Fig. 1: cell area per tile
The bar under the picture is 20 um long. The die is cut into 6 by 6 equal tiles; white is low, dark blue is high, 0 to 100% covered.
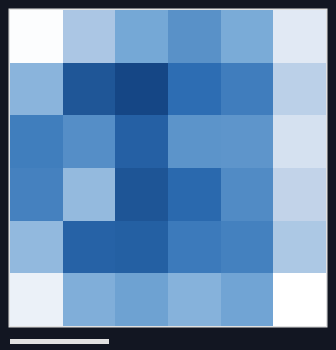
Fig. 2: port wiring
The bar under the picture is 20 um long.
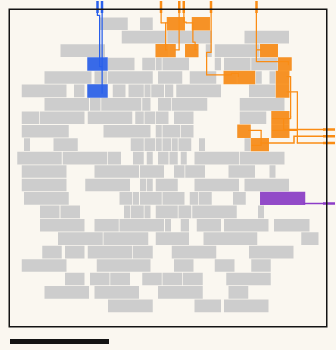
Fig. 3: supply network
The bar under the picture is 20 um long. Pins as bars on the die edge. Tap cells in gray.
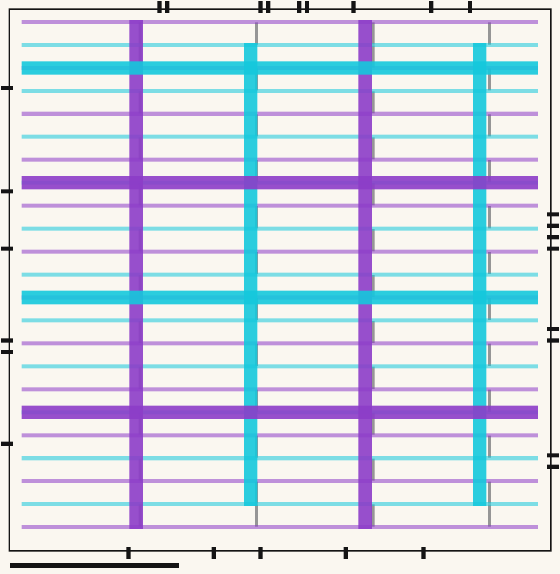
Fig. 4: where the registers sit
The bar under the picture is 20 um long. Other sequential cells in the stronger gray, the rest of the logic in the fainter gray.
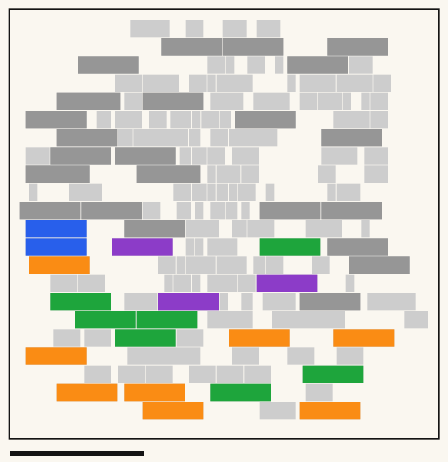
Fig. 5: placement view
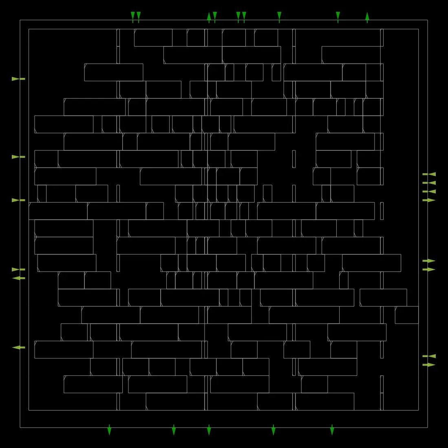
==> src/rtl/spi_pkg.sv <==
`default_nettype none
// ============================================================================
//  Module      : spi_pkg
//  Description : Shared constants and helpers for the multi-width SPI slave
//                bridge: mode encodings, edge-role constants, defaults.
//  Revision    : 1.0 - initial release
// ============================================================================
package spi_pkg;

    localparam int DEF_WORD_W      = 8;
    localparam int DEF_SYNC_STAGES = 2;

    // {cpol, cpha}
    typedef enum logic [1:0] {
        MODE0 = 2'b00,
        MODE1 = 2'b01,
        MODE2 = 2'b10,
        MODE3 = 2'b11
    } spi_mode_e;

    localparam logic EDGE_RISE = 1'b1;
    localparam logic EDGE_FALL = 1'b0;

    // Sample edge is the rising one exactly when cpol equals cpha
    // (mode 0 samples on the leading rise, mode 3 on the trailing rise).
    function automatic logic sample_edge(input logic [1:0] i_mode);
        return (i_mode[1] == i_mode[0]) ? EDGE_RISE : EDGE_FALL;
    endfunction

endpackage
`default_nettype wire

==> src/rtl/spi_sync.sv <==
`default_nettype none
// ============================================================================
//  Module      : spi_sync
//  Description : Generic STAGES-deep single-bit synchroniser with a
//                selectable reset value.
//  Revision    : 1.0 - initial release
// ============================================================================
module spi_sync #(
    parameter int   STAGES  = 2,
    parameter logic RST_VAL = 1'b0
) (
    input  logic clk,
    input  logic rst_n,
    input  logic i_d,
    output logic o_q
);

    logic [STAGES-1:0] r_chain;

    // Shift the asynchronous input through the flop chain
    always_ff @(posedge clk or negedge rst_n) begin
        if (!rst_n) begin
            r_chain <= {STAGES{RST_VAL}};
        end else begin
            r_chain <= {r_chain[STAGES-2:0], i_d};
        end
    end

    assign o_q = r_chain[STAGES-1];

endmodule
`default_nettype wire

==> src/rtl/spi_bridge_mw.sv <==
`default_nettype none
// ============================================================================
//  Module      : spi_bridge_mw
//  Description : Oversampled SPI slave bridge with configurable word width,
//                runtime-selectable SPI mode, selectable shift order, TX
//                reload handshake and partial-frame error detection.
//                Optional macro SPI_BRIDGE_MISO_OE_EN adds a miso_oe output
//                and gates miso low while it is inactive.
//  Revision    : 1.0 - initial release
// ============================================================================
module spi_bridge_mw import spi_pkg::*; #(
    parameter int WORD_W      = DEF_WORD_W,
    parameter int SYNC_STAGES = DEF_SYNC_STAGES,
    parameter int LSB_FIRST   = 0
) (
    input  logic              clk,
    input  logic              rst_n,
    input  logic              sclk,
    input  logic              cs_n,
    input  logic              mosi,
    output logic              miso,
    input  logic [1:0]        mode,
    output logic              word_sync,
    output logic [WORD_W-1:0] data_in,
    input  logic [WORD_W-1:0] data_out,
    output logic              tx_load,
    output logic              frame_err,
`ifdef SPI_BRIDGE_MISO_OE_EN
    output logic              miso_oe,
`endif
    output logic              busy
);

    localparam int                CNT_W  = $clog2(WORD_W);
    localparam logic [CNT_W-1:0]  c_LAST = CNT_W'(WORD_W - 1);
    localparam logic [CNT_W-1:0]  c_ONE  = CNT_W'(1);

    logic w_sclk_s, w_cs_s, w_mosi_s;

    spi_sync #(.STAGES(SYNC_STAGES), .RST_VAL(1'b0)) u_sync_sclk (
        .clk(clk), .rst_n(rst_n), .i_d(sclk), .o_q(w_sclk_s));
    spi_sync #(.STAGES(SYNC_STAGES), .RST_VAL(1'b1)) u_sync_cs (
        .clk(clk), .rst_n(rst_n), .i_d(cs_n), .o_q(w_cs_s));
    spi_sync #(.STAGES(SYNC_STAGES), .RST_VAL(1'b0)) u_sync_mosi (
        .clk(clk), .rst_n(rst_n), .i_d(mosi), .o_q(w_mosi_s));

    logic                   r_sclk_d;
    logic                   r_cs_d;
    logic [SYNC_STAGES-1:0] r_settle;
    logic                   r_armed;
    logic [1:0]             r_mode;
    logic [CNT_W-1:0]       r_bit_cnt;
    logic [WORD_W-1:0]      r_rx;
    logic [WORD_W-1:0]      r_tx;
    logic                   r_supp;
    logic [WORD_W-1:0]      r_data_in;
    logic                   r_word_sync;
    logic                   r_tx_load;
    logic                   r_frame_err;

    logic [WORD_W-1:0] w_rx_next;
    logic [WORD_W-1:0] w_tx_next;
    logic              w_tx_bit;

    // Shift direction is fixed at elaboration time
    generate
        if (LSB_FIRST != 0) begin : g_lsb_first
            assign w_rx_next = {w_mosi_s, r_rx[WORD_W-1:1]};
            assign w_tx_next = {1'b0, r_tx[WORD_W-1:1]};
            assign w_tx_bit  = r_tx[0];
        end else begin : g_msb_first
            assign w_rx_next = {r_rx[WORD_W-2:0], w_mosi_s};
            assign w_tx_next = {r_tx[WORD_W-2:0], 1'b0};
            assign w_tx_bit  = r_tx[WORD_W-1];
        end
    endgenerate

    logic w_rise, w_fall, w_samp_rise, w_active;
    logic w_cs_assert, w_cs_deassert, w_sample, w_shift, w_busy;

    assign w_rise        = w_sclk_s & ~r_sclk_d;
    assign w_fall        = ~w_sclk_s & r_sclk_d;
    assign w_samp_rise   = (sample_edge(r_mode) == EDGE_RISE);
    // A cs deassertion makes w_cs_s high, so any coincident sclk edge is
    // dropped by w_active.
    assign w_active      = r_armed & ~w_cs_s;
    assign w_cs_assert   = r_armed & r_cs_d & ~w_cs_s;
    assign w_cs_deassert = r_armed & ~r_cs_d & w_cs_s;
    assign w_sample      = w_active & (w_samp_rise ? w_rise : w_fall);
    assign w_shift       = w_active & (w_samp_rise ? w_fall : w_rise);
    assign w_busy        = r_armed & ~w_cs_s;

    // Arming: the synchroniser reset value of cs is not a real observation,
    // so wait until the chain has refilled before trusting a high cs.
    always_ff @(posedge clk or negedge rst_n) begin
        if (!rst_n) begin
            r_settle <= '0;
            r_armed  <= 1'b0;
            r_sclk_d <= 1'b0;
            r_cs_d   <= 1'b1;
            r_mode   <= '0;
        end else begin
            r_settle <= {r_settle[SYNC_STAGES-2:0], 1'b1};
            r_sclk_d <= w_sclk_s;
            r_cs_d   <= w_cs_s;
            if (r_settle[SYNC_STAGES-1] && w_cs_s) begin
                r_armed <= 1'b1;
            end
            if (w_cs_s) begin
                r_mode <= mode;
            end
        end
    end

    // Frame datapath: RX shift/word capture, TX reload/shift, error pulses
    always_ff @(posedge clk or negedge rst_n) begin
        if (!rst_n) begin
            r_bit_cnt   <= '0;
            r_rx        <= '0;
            r_tx        <= '0;
            r_supp      <= 1'b0;
            r_data_in   <= '0;
            r_word_sync <= 1'b0;
            r_tx_load   <= 1'b0;
            r_frame_err <= 1'b0;
        end else begin
            r_word_sync <= 1'b0;
            r_tx_load   <= 1'b0;
            r_frame_err <= 1'b0;
            if (w_cs_s) begin
                r_bit_cnt <= '0;
                r_tx      <= data_out;
                r_supp    <= 1'b0;
                if (w_cs_deassert && (r_bit_cnt != '0)) begin
                    r_frame_err <= 1'b1;
                end
            end else if (w_cs_assert) begin
                r_tx_load <= 1'b1;
                r_supp    <= r_mode[0];
            end else begin
                if (w_sample) begin
                    r_rx <= w_rx_next;
                    if (r_bit_cnt == c_LAST) begin
                        r_bit_cnt   <= '0;
                        r_data_in   <= w_rx_next;
                        r_word_sync <= 1'b1;
                        r_tx        <= data_out;
                        r_tx_load   <= 1'b1;
                        r_supp      <= 1'b1;
                    end else begin
                        r_bit_cnt <= r_bit_cnt + c_ONE;
                    end
                end
                if (w_shift) begin
                    if (r_supp) begin
                        r_supp <= 1'b0;
                    end else begin
                        r_tx <= w_tx_next;
                    end
                end
            end
        end
    end

    assign word_sync = r_word_sync;
    assign data_in   = r_data_in;
    assign tx_load   = r_tx_load;
    assign frame_err = r_frame_err;
    assign busy      = w_busy;

`ifdef SPI_BRIDGE_MISO_OE_EN
    assign miso_oe = w_busy;
    assign miso    = w_busy & w_tx_bit;
`else
    assign miso    = w_tx_bit;
`endif

endmodule
`default_nettype wire

==> config.mk <==
export PLATFORM = sky130hd
export DESIGN_NAME = spi_bridge_mw
export DESIGN_NICKNAME = d
export VERILOG_FILES = /design/src/rtl/spi_pkg.sv /design/src/rtl/spi_sync.sv /design/src/rtl/spi_bridge_mw.sv
export SDC_FILE = /design/constraint.sdc
export NUM_CORES = 1
export LEC_CHECK = 0
export CORE_MARGIN = 1
export CORE_UTILIZATION = 48
export DETAILED_ROUTE_END_ITERATION = 7
export DONT_BUFFER_PORTS = 1
export PLACE_DENSITY = 0.65
export SLEW_MARGIN = 20
export SYNTH_ARGS = -nofsm -noshare
export SYNTH_HDL_FRONTEND = slang
export SYNTH_SLANG_ARGS = --single-unit
==> constraint.sdc <==
create_clock -name clk -period 1.97 [get_ports clk]
set_input_delay 0.2955 -clock clk [delete_from_list [all_inputs] [get_ports clk]]
set_output_delay 0.2955 -clock clk [all_outputs]
set_load 0.05 [all_outputs]
==> commit_impl_results.txt <==
Refresh implementation metrics

* Highest-count cells in the layout ignoring fill and taps: dfrtp_1, mux2_1, buf_4
- Violations in the final reports: negative setup slack
- # IOs: 28
* Total wire length after detailed routing: 3206 um
- Between clock sinks in the finished design, the worst skew comes to 0.008007 ns.
* CP Capture Type: flop
- The number of clock sinks came to 43.
- Cells after Synth: 139
- Once routing completed, OpenROAD measured the worst setup slack at -0.006359 ns.
- Cell-by-cell trace of the critical path: xor2_2 -> buf_4 -> mux2i_4 -> nor3b_4 -> buf_4 -> mux2_1
- The report shows a maximum critical-path fanout of 5.
- Per the STA report, the cell with the highest stage delay on the worst path is dfrtp_1.
- VDD sags by at most 0.0005416 V.
* Power per unit of standard cell area: 976.8 nW/um2
- The final weighted congestion recorded by global placement is 0.7721.
- Total cell area reported by yosys after synthesis: 1844 um2
- CTS reports a maximum clock tree buffer depth of 2.
- Largest area contributor in the netlist: dfrtp_1
- Maximum number of pins on one net before global-route repair: 44
- Avg Vias per Cell: 5.345
- According to the floorplan report, the die height is 63.99 um.
- After synthesis the cells add up to 1844 um2.
* Post-synthesis net count: 158
* Unique cell type count in the Yosys netlist: 33
- The synthesized netlist was found by Yosys to have 139 cells.
- Looking at the power breakdown, sequential logic takes 50.0% of the total.
- Count of input and output buffers: 0
- Total number of H-tree levels: 2
- Result of the run: finished with violations
- Classification of the worst-slack hold path: in -> reg
* Post-synthesis register bit count: 43
- The number of placed instances, taps included, is 191.
- Endpoint required time on the critical path: 2.15 ns
- Number of antenna violations at the first check in global routing: 0
* Setup-violating endpoint count in the final report: 1
- CTS added clock buffers totalling 5.
* Overall routing resource usage: 17.02%
- Logic depth along the worst register-to-register path is recorded as 6.
- In the synthesized netlist the async set-or-reset flop fraction comes to 100.0%.
- The tool warning count for the run is 30.
- Per the post-CTS timing run, clock transition at the registers of the reported paths is 0.08 ns.
About Fig. 1:
mean over tiles: 53%
fullest tile: 91%
densest ninth of the die: center
nearly empty tiles: 5.6%
tiles over 75% full: 22%
final core occ: 60.42%
initial core utilization: 50.38%
core box area: 3661 um2

About Fig. 2:
legend:
  purple:
    port: word_sync
    bits: 1
    direction: output
    end_cells: 1
    buffers: 0
    wire: 4.20 um
  blue:
    port: mode
    bits: 2
    direction: input
    end_cells: 2
    buffers: 0
    wire: 28.5 um
  orange:
    port: data_out
    bits: 8
    direction: input
    end_cells: 15
    buffers: 0
    wire: 135 um

About Fig. 3:
legend:
  purple:
    net: VSS
  cyan:
    net: VDD
met4 straps: 4
met1 rails: 23

About Fig. 4:
legend:
  purple:
    name_in_the_netlist: r_bit_cnt
    placed_flops: 3
  blue:
    name_in_the_netlist: u_sync_mosi.r_chain
    placed_flops: 2
  green:
    name_in_the_netlist: r_rx
    placed_flops: 7
  orange:
    name_in_the_netlist: data_in
    placed_flops: 8
proportion of cell area occupied by registers: 48.81%
sequential standard cell area: 1080 um2

About Fig. 5:
count of filler cells inserted in the layout: 295
sequential cells: 43

[cell families (layout without fill, tap and decap cells)]
family	after synthesis	count (layout)
other	1	1
AND-OR/OR-AND	25	25
multiplexers	26	26
flip-flops	43	43
adder cells (fa/ha/maj)	4	4
XOR/XNOR	1	1
AND/OR/NAND/NOR	22	22
buffers and inverters	17	36
[final cells by class]
class                           instances  area, um2
Sequential cell                        43       1080
Inverter                               12      45.04
Multi-Input combinational cell         79      737.0
Tap cell                               48      60.06
Clock inverter                          3      67.56
Fill cell                             295       1449
Timing Repair Buffer                   16      153.9
Clock buffer                            5      68.82
[worst max-delay path: cells and delay by family (launching register included)]
| kind | cells | cell delay, ns |
|---|---|---|
| xor+xnor | 1 | 0.21 |
| mux | 2 | 0.56 |
| simple gates | 1 | 0.32 |
| flops | 1 | 0.42 |
| buf+inv | 2 | 0.36 |
[metal layers]
metal / vias up / global-route usage (%) / part of all wire (%)
met4: 0 / 7.102 / 1.7
met2: 19 / 27.79 / 49
met3: 6 / 5.357 / 4.8
li1: 524 / - / -
met5: - / 0 / 0
met1: 552 / 20.76 / 45
[state kept, by name, summed over array words and instances, names as in the netlist]
signal	count
word_sync	1
r_tx	8
u_sync_sclk.r_chain	2
r_armed	1
r_bit_cnt	3
r_rx	7
tx_load	1
r_cs_d	1
r_supp	1
data_in	8
u_sync_mosi.r_chain	2
r_mode	2
frame_err	1
u_sync_cs.r_chain	2
r_sclk_d	1
r_settle	2
[cells in the mapped netlist, drive strengths merged (2+ instances only)]
library cell	instances
mux2i	8
nand2	7
dfstp	3
inv	12
ha	4
buf	2
nand3	2
mux2	18
dfrtp	40
nand2b	4
o31ai	2
or3	2
o221ai	7
nor2	4
a22oi	7
clkbuf	3
o21ai	4
[through the flow]
step	hold slack [ns]	total power [mW]	setup TNS, ns	instance area [um2]
global route	0.005495	2.261	-1.033	2212
global placement	0.0008998	1.304	-0.3292	1963
CTS	0.01586	2.163	-0.008418	2165
detailed placement	0.001002	1.323	-1.481	1963
finish	0.02244	2.161	-0.006359	2212
floorplan	-0.00009107	1.247	0	1851
[repair_timing]
| item | 4_1_cts | 5_1_grt |
|---|---|---|
| endpoints found under the hold margin | 44 | 0 |
| setup endpoints to repair | 22 | 22 |
| gates cloned | 0 | 1 |
| hold buffers | 3 | 0 |
| buffers inserted | 0 | 3 |
| gates resized | 5 | 4 |
[path summary, 6_finish.rpt]
path                        startpoint                      to  slack [ns]
max in group asynchronous        rst_n    u_sync_cs.r_chain[1]        1.25
max                          r_mode[0]                 r_rx[6]      -0.006
min reg2reg                r_settle[0]             r_settle[1]        0.35
max reg2reg                  r_mode[0]                 r_rx[6]      -0.006
min in group asynchronous        rst_n                 r_tx[5]        0.46
min                               sclk  u_sync_sclk.r_chain[0]        0.02
[power by group through the flow]
stage	Combinational (mW)	Sequential (mW)	Clock, mW
5_1_grt	0.306	1.10	0.856
4_1_cts	0.263	1.08	0.819
3_5_place_dp	0.228	1.10	0
3_3_place_gp	0.216	1.09	0
6_report	0.279	1.08	0.801
2_1_floorplan	0.176	1.07	0
No activity file was given, so power comes from the tool's default toggle rates.
